### src/rtl/keypad_scan_encoder.sv
// 4x4 active-low matrix keypad scanner: synchronizes columns, classifies each full
// scan, debounces press/release and emits a registered 5-bit key code plus strobe.
module keypad_scan_encoder #(
  parameter int unsigned SCAN_DIV       = 1000,
  parameter int unsigned DEBOUNCE_SCANS = 4
) (
  input  logic       clk,
  input  logic       rst_n,
  input  logic [3:0] col_n,
  output logic [3:0] row_n,
  output logic [4:0] key_code,
  output logic       key_strobe,
  output logic       key_held
);

  localparam int unsigned DIV_W = $clog2(SCAN_DIV);
  localparam int unsigned CNT_W = $clog2(DEBOUNCE_SCANS + 1);
  localparam logic [4:0]  CODE_IDLE = 5'b11111;

  typedef enum logic [1:0] {
    IDLE,
    PRESS_DEB,
    HELD,
    RELEASE_DEB
  } state_t;

  state_t             state, state_nx;
  logic [3:0]         col_meta, col_sync;
  logic [DIV_W-1:0]   div_cnt;
  logic [1:0]         row_idx;
  logic               sample_tick, scan_done;
  logic [3:0]         row_keys;
  logic [11:0]        scan_acc;
  logic [15:0]        valid_keys;
  logic [1:0]         key_cnt;
  logic [3:0]         key_idx;
  logic               res_none, res_single;
  logic [3:0]         cand, cand_nx;
  logic [CNT_W-1:0]   cnt, cnt_nx;
  logic [4:0]         code_nx;
  logic               strobe_nx;

  function automatic logic [4:0] encode(input logic [3:0] k);
    logic [4:0] c;
    case (k)
      4'd10:   c = 5'b11100;
      4'd11:   c = 5'b11110;
      4'd12:   c = 5'b11000;
      default: c = {1'b0, k};
    endcase
    return c;
  endfunction

  always_ff @(posedge clk or negedge rst_n) begin
    if (!rst_n) begin
      col_meta <= '1;
      col_sync <= '1;
    end else begin
      col_meta <= col_n;
      col_sync <= col_meta;
    end
  end

  assign sample_tick = (div_cnt == DIV_W'(SCAN_DIV - 1));
  assign scan_done   = sample_tick && (row_idx == 2'd3);
  assign row_keys    = ~col_sync;

  always_ff @(posedge clk or negedge rst_n) begin
    if (!rst_n) begin
      div_cnt <= '0;
      row_idx <= 2'd0;
      row_n   <= 4'b1110;
    end else if (sample_tick) begin
      div_cnt <= '0;
      row_idx <= row_idx + 2'd1;
      row_n   <= {row_n[2:0], row_n[3]};
    end else begin
      div_cnt <= div_cnt + DIV_W'(1);
    end
  end

  // Rows 0..2 are stored; row 3 is merged live so the result is ready on its sample cycle.
  always_ff @(posedge clk or negedge rst_n) begin
    if (!rst_n) begin
      scan_acc <= '0;
    end else if (scan_done) begin
      scan_acc <= '0;
    end else if (sample_tick) begin
      case (row_idx)
        2'd0:    scan_acc[3:0]  <= row_keys;
        2'd1:    scan_acc[7:4]  <= row_keys;
        2'd2:    scan_acc[11:8] <= row_keys;
        default: scan_acc       <= scan_acc;
      endcase
    end
  end

  assign valid_keys = {row_keys, scan_acc} & 16'h1FFF;

  always_comb begin
    key_cnt = 2'd0;
    key_idx = 4'd0;
    for (int unsigned i = 0; i < 16; i++) begin
      if (valid_keys[i]) begin
        if (key_cnt != 2'd2) key_cnt = key_cnt + 2'd1;
        key_idx = 4'(i);
      end
    end
  end

  assign res_none   = (key_cnt == 2'd0);
  assign res_single = (key_cnt == 2'd1);

  always_ff @(posedge clk or negedge rst_n) begin
    if (!rst_n) begin
      state      <= IDLE;
      cand       <= '0;
      cnt        <= '0;
      key_code   <= CODE_IDLE;
      key_strobe <= 1'b0;
    end else begin
      state      <= state_nx;
      cand       <= cand_nx;
      cnt        <= cnt_nx;
      key_code   <= code_nx;
      key_strobe <= strobe_nx;
    end
  end

  always_comb begin
    state_nx  = state;
    cand_nx   = cand;
    cnt_nx    = cnt;
    code_nx   = key_code;
    strobe_nx = 1'b0;
    if (scan_done) begin
      case (state)
        IDLE: begin
          if (res_single) begin
            cand_nx  = key_idx;
            cnt_nx   = CNT_W'(1);
            state_nx = PRESS_DEB;
          end
        end
        PRESS_DEB: begin
          if (res_single && key_idx == cand) begin
            if (cnt == CNT_W'(DEBOUNCE_SCANS - 1)) begin
              state_nx  = HELD;
              code_nx   = encode(cand);
              strobe_nx = 1'b1;
            end else begin
              cnt_nx = cnt + CNT_W'(1);
            end
          end else if (res_single) begin
            cand_nx = key_idx;
            cnt_nx  = CNT_W'(1);
          end else begin
            state_nx = IDLE;
          end
        end
        HELD: begin
          if (res_none) begin
            cnt_nx   = CNT_W'(1);
            state_nx = RELEASE_DEB;
          end
        end
        RELEASE_DEB: begin
          if (res_none) begin
            if (cnt == CNT_W'(DEBOUNCE_SCANS - 1)) begin
              state_nx = IDLE;
              code_nx  = CODE_IDLE;
            end else begin
              cnt_nx = cnt + CNT_W'(1);
            end
          end else begin
            state_nx = HELD;
          end
        end
        default: state_nx = IDLE;
      endcase
    end
  end

  always_comb begin
    key_held = (state == HELD) || (state == RELEASE_DEB);
  end

endmodule

### config.mk
export PLATFORM = sky130hd
export DESIGN_NAME = keypad_scan_encoder
export DESIGN_NICKNAME = d
export VERILOG_FILES = /design/src/rtl/keypad_scan_encoder.sv
export SDC_FILE = /design/constraint.sdc
export NUM_CORES = 1
export LEC_CHECK = 0
export CAP_MARGIN = 40
export CORE_MARGIN = 3
export CORE_UTILIZATION = 50
export DETAILED_ROUTE_END_ITERATION = 6
export PLACE_DENSITY = 0.64
export SYNTH_ARGS = -nofsm -noshare
export SYNTH_HDL_FRONTEND = slang
export SYNTH_SLANG_ARGS = --single-unit
### constraint.sdc
create_clock -name clk -period 6.5 [get_ports clk]
set_input_delay 1.3 -clock clk [delete_from_list [all_inputs] [get_ports clk]]
set_output_delay 1.3 -clock clk [all_outputs]
set_load 0.03 [all_outputs]
Run 1, congestion heat map:
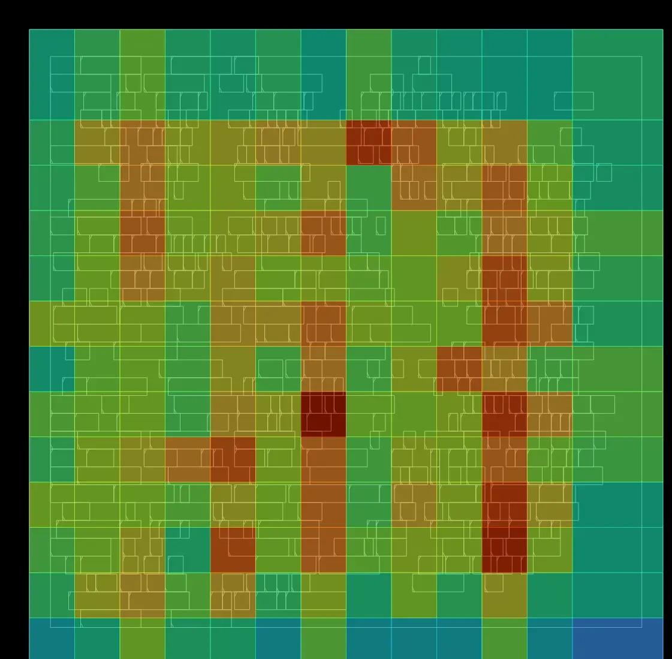
met3 Track Usage GR: 3.18%
GR Util All Layers: 19.2%
drt wl/cell: 15.0 um
Layout Utilization: 55.5%

Run 1, the metal 3 layer:
Drawn at 3 px/um.
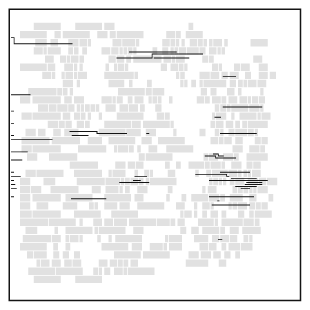
wire length on this layer: 314 um
longest straight run: 19.3 um
via count: 3349
WL final: 8300 um

==> flow_summary.ini, run 1 <==
; implementation run metrics
[status]
status = finished clean

[synthesis]
top_cells_by_count = 43 x nand2_1, 35 x dfrtp_1, 34 x nor2_1, 24 x o21ai_0, 20 x inv_1
top_logic_kind = AND-OR/OR-AND gates
synth_cells = 454
edf_count = 0
synth.cell_area_um2 = 4100
synth_seq_share_pct = 31.6
synthArstFlopShare_pct = 100

[timing]
clock_skew_ns = 0.0156
rsz0062_at_grt = no
setup_ws_ns = 0.664
final_hold_viol_count = 0
worst_pin_slew_ns = 0.661

[detailed_routing]
route.met2.wl_um = 3710
firstDrtPassIters = 4

[power_and_ir_drop]
total_power_uw = 546
seq_power_share_pct = 59.4
p_int_uw = 428
switching_share_pct = 21.6
powerComb_uw = 16.7
power.group.top = sequential cells
leakage_uw = 0.00174

[clock_network]
cts_buffers = 5
clock_sinks = 51
cts_tree = done
cts_setup_buffers = 0
clkTransAtPathRegs_ns = 0.10

[final_layout]
area_growth_pct = 6.22
nets = 468
largest_class = logic gates
signal_buffers = 19
sh_seq_area_pct = 29.7

[job]
maxCapViolCount = 0

[critical_path]
ff2ff_setup_slack_ns = 0.66
crit_type = register to register
worst_path_largest_cell_delay_ns = 0.60
crit_path_end = cand[2]
path_depth = 20
worstPathMaxFanout = 10
r2r-end = cand[2]

[floorplanning]
die_h_um = 96.6
core_area_um2 = 7850
fp-row-count = 32

[global_routing]
grt_pass1_vias = 3151
antenna_found_initial = 0

[placement]
port_buffers = 16
Run 1, routed metal, one color a layer:
Drawn at 3 px/um.
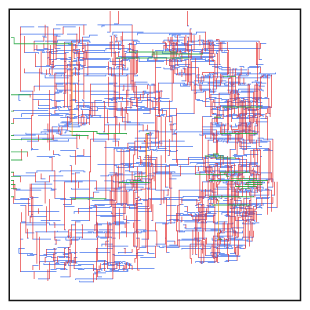
legend:
  green:
    layer: M3
    wire_length: 314 um
  orange:
    layer: M4
    wire_length: 57.8 um
  red:
    layer: M2
    wire_length: 3710 um
  blue:
    layer: M1
    wire_length: 4220 um

Run 1, where the registers sit:
Drawn at 3 px/um. Other sequential cells in the stronger gray, the rest of the logic in the fainter gray.
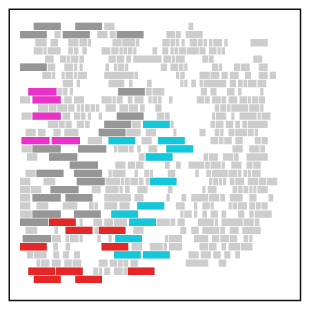
legend:
  cyan:
    signal: `scan_acc`
    placed_flops: 12
  magenta:
    signal: `key_code`
    placed_flops: 5
  red:
    signal: `div_cnt`
    placed_flops: 10
    where: bottom left
not colored: 24

==> run 2: changes to the inputs <==
--- a/config.mk
+++ b/config.mk
@@ -8,6 +8,7 @@
 export CAP_MARGIN = 40
 export CORE_MARGIN = 3
 export CORE_UTILIZATION = 50
+export CTS_CLUSTER_SIZE = 10
 export DETAILED_ROUTE_END_ITERATION = 6
 export PLACE_DENSITY = 0.64
 export SYNTH_ARGS = -nofsm -noshare
Run 2, routed clock nets over the placement:
Drawn at 4 px/um.
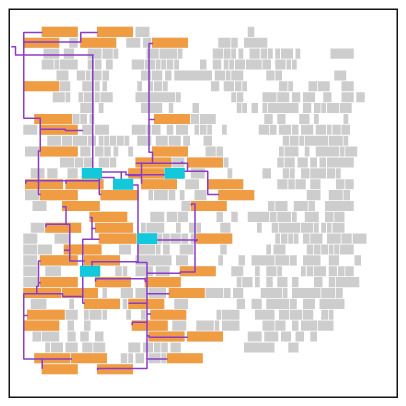
legend:
  purple:
    item: clock wires
    length: 547 um
  cyan:
    item: clock-net drivers
    count: 5
  orange:
    item: flip-flops
    count: 51
routed clock nets: 6

Run 2, congestion heat map:
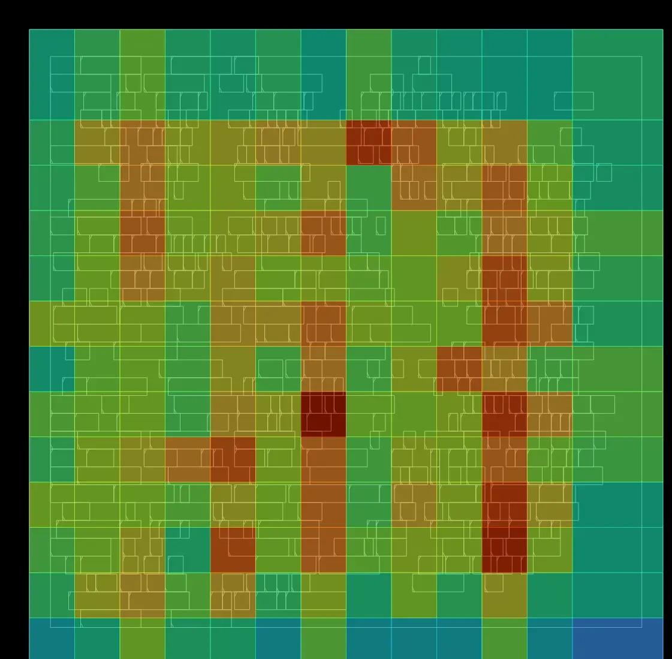
GRT met2 Usage: 29.3%
GR peak layer: met2

==> flow_summary.ini, run 2 <==
; implementation run metrics
[status]
status = finished clean

[power_and_ir_drop]
total_power_uw = 546
p_int_uw = 428
switching_share_pct = 21.6
power.group.top = sequential cells
seq_power_share_pct = 59.4
powerComb_uw = 16.7
leakage_uw = 0.00174

[clock_network]
clock_sinks = 51
cts_setup_buffers = 0
cts_tree = done
clkTransAtPathRegs_ns = 0.10

[global_routing]
antenna_found_initial = 0
grt_pass1_vias = 3151
grtUsageMet3_pct = 3.18
grt_use_total_pct = 19.2

[placement]
port_buffers = 16

[final_layout]
utilization_pct = 55.5
largest_class = logic gates
clk_share_pct = 2.53
signal_buffers = 19
nets = 468
sh_seq_area_pct = 29.7

[job]
maxCapViolCount = 0

[timing]
setup_ws_ns = 0.664
worst_pin_slew_ns = 0.661
clock_skew_ns = 0.0156
final_hold_viol_count = 0
rsz0062_at_grt = no

[floorplanning]
core_area_um2 = 7850
fp-row-count = 32

[critical_path]
ff2ff_setup_slack_ns = 0.66
worstPathMaxFanout = 10
worst_path_largest_cell_delay_ns = 0.60
path_depth = 20
r2r-end = cand[2]
crit_type = register to register

[synthesis]
edf_count = 0
top_logic_kind = AND-OR/OR-AND gates
synth.cell_area_um2 = 4100
top_cells_by_count = 43 x nand2_1, 35 x dfrtp_1, 34 x nor2_1, 24 x o21ai_0, 20 x inv_1
synth_cells = 454

[detailed_routing]
wire_per_inst_um = 15.0
firstDrtPassIters = 4
via_count = 3349
route.met2.wl_um = 3710
routed_wl_um = 8300
wl_met3_um = 313
